Metal layers overlaid:
Only two layers are drawn.
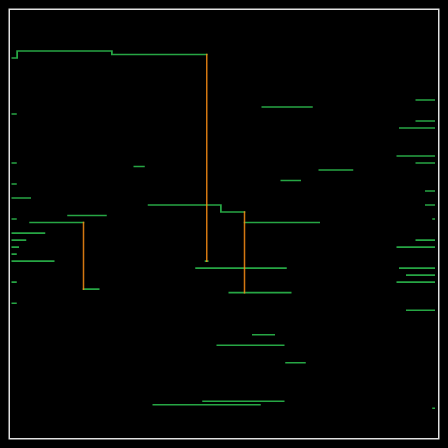
Clock network drawn from the DEF:
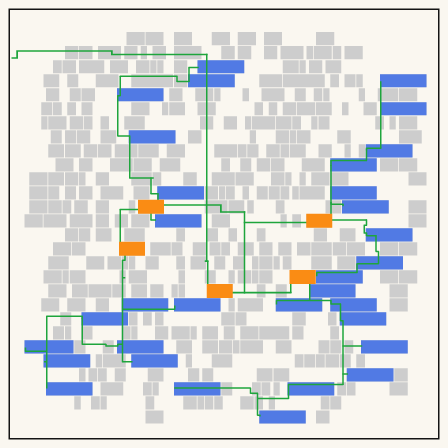
$ cat src/rtl/overlay_sequencer.sv
// Vending overlay sequencer: IDLE blink screen, coin collection with timeout refund,
// and a timed change screen. Registered outputs except the combinational coin_ready.
module overlay_sequencer #(
  parameter int unsigned PRICE0         = 25,
  parameter int unsigned PRICE1         = 50,
  parameter int unsigned PRICE2         = 75,
  parameter int unsigned PRICE3         = 95,
  parameter int unsigned MAX_TOTAL      = 99,
  parameter int unsigned CHANGE_FRAMES  = 180,
  parameter int unsigned TIMEOUT_FRAMES = 600,
  parameter int unsigned BLINK_FRAMES   = 30
) (
  input  logic       clk,
  input  logic       rst_n,
  input  logic       frame_tick,
  input  logic       coin_valid,
  input  logic [7:0] coin_value,
  output logic       coin_ready,
  input  logic       item_sel_valid,
  input  logic [1:0] item_sel,
  input  logic       cancel,
  output logic [1:0] state,
  output logic [7:0] total,
  output logic [7:0] change,
  output logic [1:0] selected_item,
  output logic       show_text,
  output logic       vend_pulse
);

  typedef enum logic [1:0] {
    IDLE       = 2'b00,
    COLLECTING = 2'b01,
    CHANGE     = 2'b10
  } state_t;

  localparam int unsigned MAX_A = (CHANGE_FRAMES > TIMEOUT_FRAMES) ? CHANGE_FRAMES : TIMEOUT_FRAMES;
  localparam int unsigned MAX_FRAMES = (MAX_A > BLINK_FRAMES) ? MAX_A : BLINK_FRAMES;
  localparam int CW = $clog2(MAX_FRAMES + 1);

  // Terminal values: the tick that sees cnt == N-1 is the Nth tick.
  localparam logic [CW-1:0] BLINK_LAST   = CW'(BLINK_FRAMES - 1);
  localparam logic [CW-1:0] TIMEOUT_LAST = CW'(TIMEOUT_FRAMES - 1);
  localparam logic [CW-1:0] CHANGE_LAST  = CW'(CHANGE_FRAMES - 1);

  state_t        state_q, state_d;
  logic [CW-1:0] cnt_q, cnt_d;
  logic [7:0]    total_d, change_d;
  logic [1:0]    sel_d;
  logic          show_d, vend_d;
  logic [7:0]    price;
  logic [8:0]    sum9;
  logic          coin_take;

  always_comb begin
    case (item_sel)
      2'd0:    price = 8'(PRICE0);
      2'd1:    price = 8'(PRICE1);
      2'd2:    price = 8'(PRICE2);
      default: price = 8'(PRICE3);
    endcase
  end

  assign sum9 = {1'b0, total} + {1'b0, coin_value};

  // rst_n gating keeps coin_ready low while reset is held, whatever the inputs.
  assign coin_ready = rst_n && ((state_q == IDLE) || (state_q == COLLECTING)) &&
                      !cancel && !item_sel_valid && (sum9 <= 9'(MAX_TOTAL));
  assign coin_take  = coin_valid && coin_ready;
  assign state      = state_q;

  always_comb begin
    state_d = state_q;
    cnt_d   = cnt_q;
    total_d = total;
    change_d = change;
    sel_d   = selected_item;
    show_d  = show_text;
    vend_d  = 1'b0;
    case (state_q)
      IDLE: begin
        if (coin_take) begin
          state_d = COLLECTING;
          total_d = coin_value;
          cnt_d   = '0;
          show_d  = 1'b1;
        end else if (frame_tick) begin
          if (cnt_q == BLINK_LAST) begin
            cnt_d  = '0;
            show_d = !show_text;
          end else begin
            cnt_d = cnt_q + 1'b1;
          end
        end
      end
      COLLECTING: begin
        show_d = 1'b1;
        if (cancel) begin
          state_d  = CHANGE;
          change_d = total;
          total_d  = '0;
          cnt_d    = '0;
        end else if (item_sel_valid) begin
          cnt_d = '0;
          if (total >= price) begin
            state_d  = CHANGE;
            change_d = total - price;
            sel_d    = item_sel;
            total_d  = '0;
            vend_d   = 1'b1;
          end
        end else if (coin_take) begin
          total_d = sum9[7:0];
          cnt_d   = '0;
        end else if (frame_tick) begin
          if (cnt_q == TIMEOUT_LAST) begin
            state_d  = CHANGE;
            change_d = total;
            total_d  = '0;
            cnt_d    = '0;
          end else begin
            cnt_d = cnt_q + 1'b1;
          end
        end
      end
      CHANGE: begin
        if (frame_tick) begin
          if (cnt_q == CHANGE_LAST) begin
            state_d  = IDLE;
            change_d = '0;
            cnt_d    = '0;
            show_d   = 1'b1;
          end else begin
            cnt_d = cnt_q + 1'b1;
          end
        end
      end
      default: begin
        state_d = IDLE;
        cnt_d   = '0;
        show_d  = 1'b1;
      end
    endcase
  end

  always_ff @(posedge clk or negedge rst_n) begin
    if (!rst_n) begin
      state_q       <= IDLE;
      cnt_q         <= '0;
      total         <= '0;
      change        <= '0;
      selected_item <= '0;
      show_text     <= 1'b1;
      vend_pulse    <= 1'b0;
    end else begin
      state_q       <= state_d;
      cnt_q         <= cnt_d;
      total         <= total_d;
      change        <= change_d;
      selected_item <= sel_d;
      show_text     <= show_d;
      vend_pulse    <= vend_d;
    end
  end

endmodule

$ cat config.mk
export PLATFORM = sky130hd
export DESIGN_NAME = overlay_sequencer
export DESIGN_NICKNAME = d
export VERILOG_FILES = /design/src/rtl/overlay_sequencer.sv
export SDC_FILE = /design/constraint.sdc
export NUM_CORES = 1
export LEC_CHECK = 0
export CAP_MARGIN = 20
export CELL_PAD_IN_SITES_DETAIL_PLACEMENT = 0
export CELL_PAD_IN_SITES_GLOBAL_PLACEMENT = 1
export CORE_MARGIN = 2
export CORE_UTILIZATION = 41
export DETAILED_ROUTE_END_ITERATION = 16
export PLACE_DENSITY_LB_ADDON = 0.1
export SYNTH_ARGS = -nofsm -noshare
export SYNTH_HDL_FRONTEND = slang
export SYNTH_SLANG_ARGS = --single-unit
$ cat constraint.sdc
create_clock -name clk -period 3 [get_ports clk]
set_input_delay 0.3 -clock clk [delete_from_list [all_inputs] [get_ports clk]]
set_output_delay 0.3 -clock clk [all_outputs]
set_load 0.02 [all_outputs]
==> Changelog: implementation <==
## Implementation

- Die Y: 83.10 µm
- Clock power frac: ~11%
- Syn nets: around 320
- Initial antenna violation count: 0
- Yosys simple share: approximately 24%
- Achievable Freq: between 300 and 400 MHz
- Row cnt: 28
- Vias in the first global route: 2466
- Placer congestion estimate: around 0.86
- Late-Pin Clk Latency: 0.28 ns
- Min-delay worst type: primary input to flop
- Power, Total: about 2.7 mW
- Via density: around 5.8
- Final std cells w/o fill: 444
- Number of unique standard cell types used by synthesis: approximately 65
- Top-count cell post-synth: dfrtp_1
- Fin crit period: around 2.9 ns
- P_sw: around 1.1 mW
- Critical path's top delay family: AND-OR/OR-AND gates
- Warnings from Yosys: 0
- Sw Share: a little over two fifths
- Antenna diodes: 0
- Final core utilization: between 50% and 60%
- Post-CTS Hold Buffers: 0
- Max VDD drop: approximately 470 µV
- Share of cells above drive strength 1: between 20% and 30%
- # clock sinks: 32
- First-pass GRT wire length: ~12 mm
- TritonRoute pass-1 iters: 4
- GRT Util Overall: 21.06%
- H-tree Lvls: 2
- Yosys Chip Area: about 2600 µm²
- Cycle use final: 95.59%
- Synth-to-Final Area Change: 34.54%
- Port bufs: 38
- Status: completed
- CP Max Fanout: 6
- IO Pins: 39
- Relative slew slack: 57.03%
- Fill count: 544
- Adder share: about a tenth
- DRC: 0
- Max Buffers Root-to-Sink: 2
- Gate power share: a little under two thirds
- Clock Root Buffer: clkbuf_8
- Critical Path RT: approximately 3.2 ns
- Tool warning count: 27
Notes on 'metal layers overlaid' above:
layer	colour	wire length
M4	orange	68.7 µm
M3	green	292 µm

Notes on 'clock network drawn from the DEF' above:
[clock wires] green | length: 455 µm
[clock-net drivers] orange | count: 5
[flip-flops] blue | count: 32
routed clock nets	6
flops lie	widely spread

## power by group through the flow
stage	registers (mW)	logic (mW)	clock network, mW
3_5_place_dp	0.688	1.70	0
4_1_cts	0.680	1.71	0.313
3_3_place_gp	0.683	1.68	0
5_1_grt	0.704	1.93	0.335
2_1_floorplan	0.754	0.877	0
6_report	0.686	1.75	0.310
## cells in the final DEF, fill, tap and decap left out, types with 5 or more instances in the layout
cell type	count
nor2_1	22
clkbuf_8	5
buf_4	46
and3_1	5
ha_1	16
nand2b_1	6
a21o_1	5
nor2b_1	6
a32o_1	6
o21ai_0	18
mux2_2	8
nand3_1	6
or3_1	7
nand2_1	20
a21oi_1	19
dfrtp_1	31
and2_1	5
inv_1	11
clkdlybuf4s50_1	36
## layer usage
layer	vias to the layer above	GRT usage [%]	share of wire (%)
met3	7	3.877	4.1
met1	1250	31.69	52
li1	1241	-	-
met4	0	4.322	0.95
met2	57	31.52	43
met5	-	0	0
## what timing repair did
action,CTS,global route
gates resized,6,11
endpoints found under the setup margin,13,18
setup buffers,0,1
pin swaps,0,1
## per-stage QoR
step / setup WS (ns) / setup TNS [ns]
4_1_cts: 0.002965 / 0
2_1_floorplan: 0.1508 / 0
5_1_grt: -0.01226 / -0.02034
6_report: 0.1323 / 0
3_5_place_dp: -0.3911 / -6.276
3_3_place_gp: -0.3663 / -6.206
## sequential cells by signal (all words and copies together), names as in the netlist
register / count
state: 2
total: 8
cnt_q: 10
show_text: 1
vend_pulse: 1
selected_item: 2
change: 8
## cell families after synthesis
group           Yosys count
xor+xnor                  6
mux                      11
compound gates           88
fa+ha+maj                19
flops                    32
simple gates            110
buf+inv                  22
## final timing paths
path / start / to / slack [ns] / cells after the start
min reg2reg: selected_item[1] / selected_item[1] / 0.48 / 2
min: item_sel[0] / selected_item[0] / 0.39 / 2
min in group asynchronous: rst_n / cnt_q[7] / 0.56 / 2
max reg2reg: total[0] / change[1] / 0.27 / 12
max: coin_value[0] / change[1] / 0.13 / 13
max in group asynchronous: rst_n / show_text / 2.10 / 2
## layout make-up
class | count | area (µm²) | share of cell area, %
Clock buffer | 6 | 72.57 | 2.103
Multi-Input combinational cell | 234 | 1695 | 49.13
Sequential cell | 32 | 802.0 | 23.24
Tap cell | 75 | 93.84 | 2.719
Inverter | 11 | 41.29 | 1.197
Clock inverter | 1 | 5.005 | 0.1450
Timing Repair Buffer | 85 | 740.7 | 21.46
Power figures rest on the tool's default switching activity, not on a simulated workload.
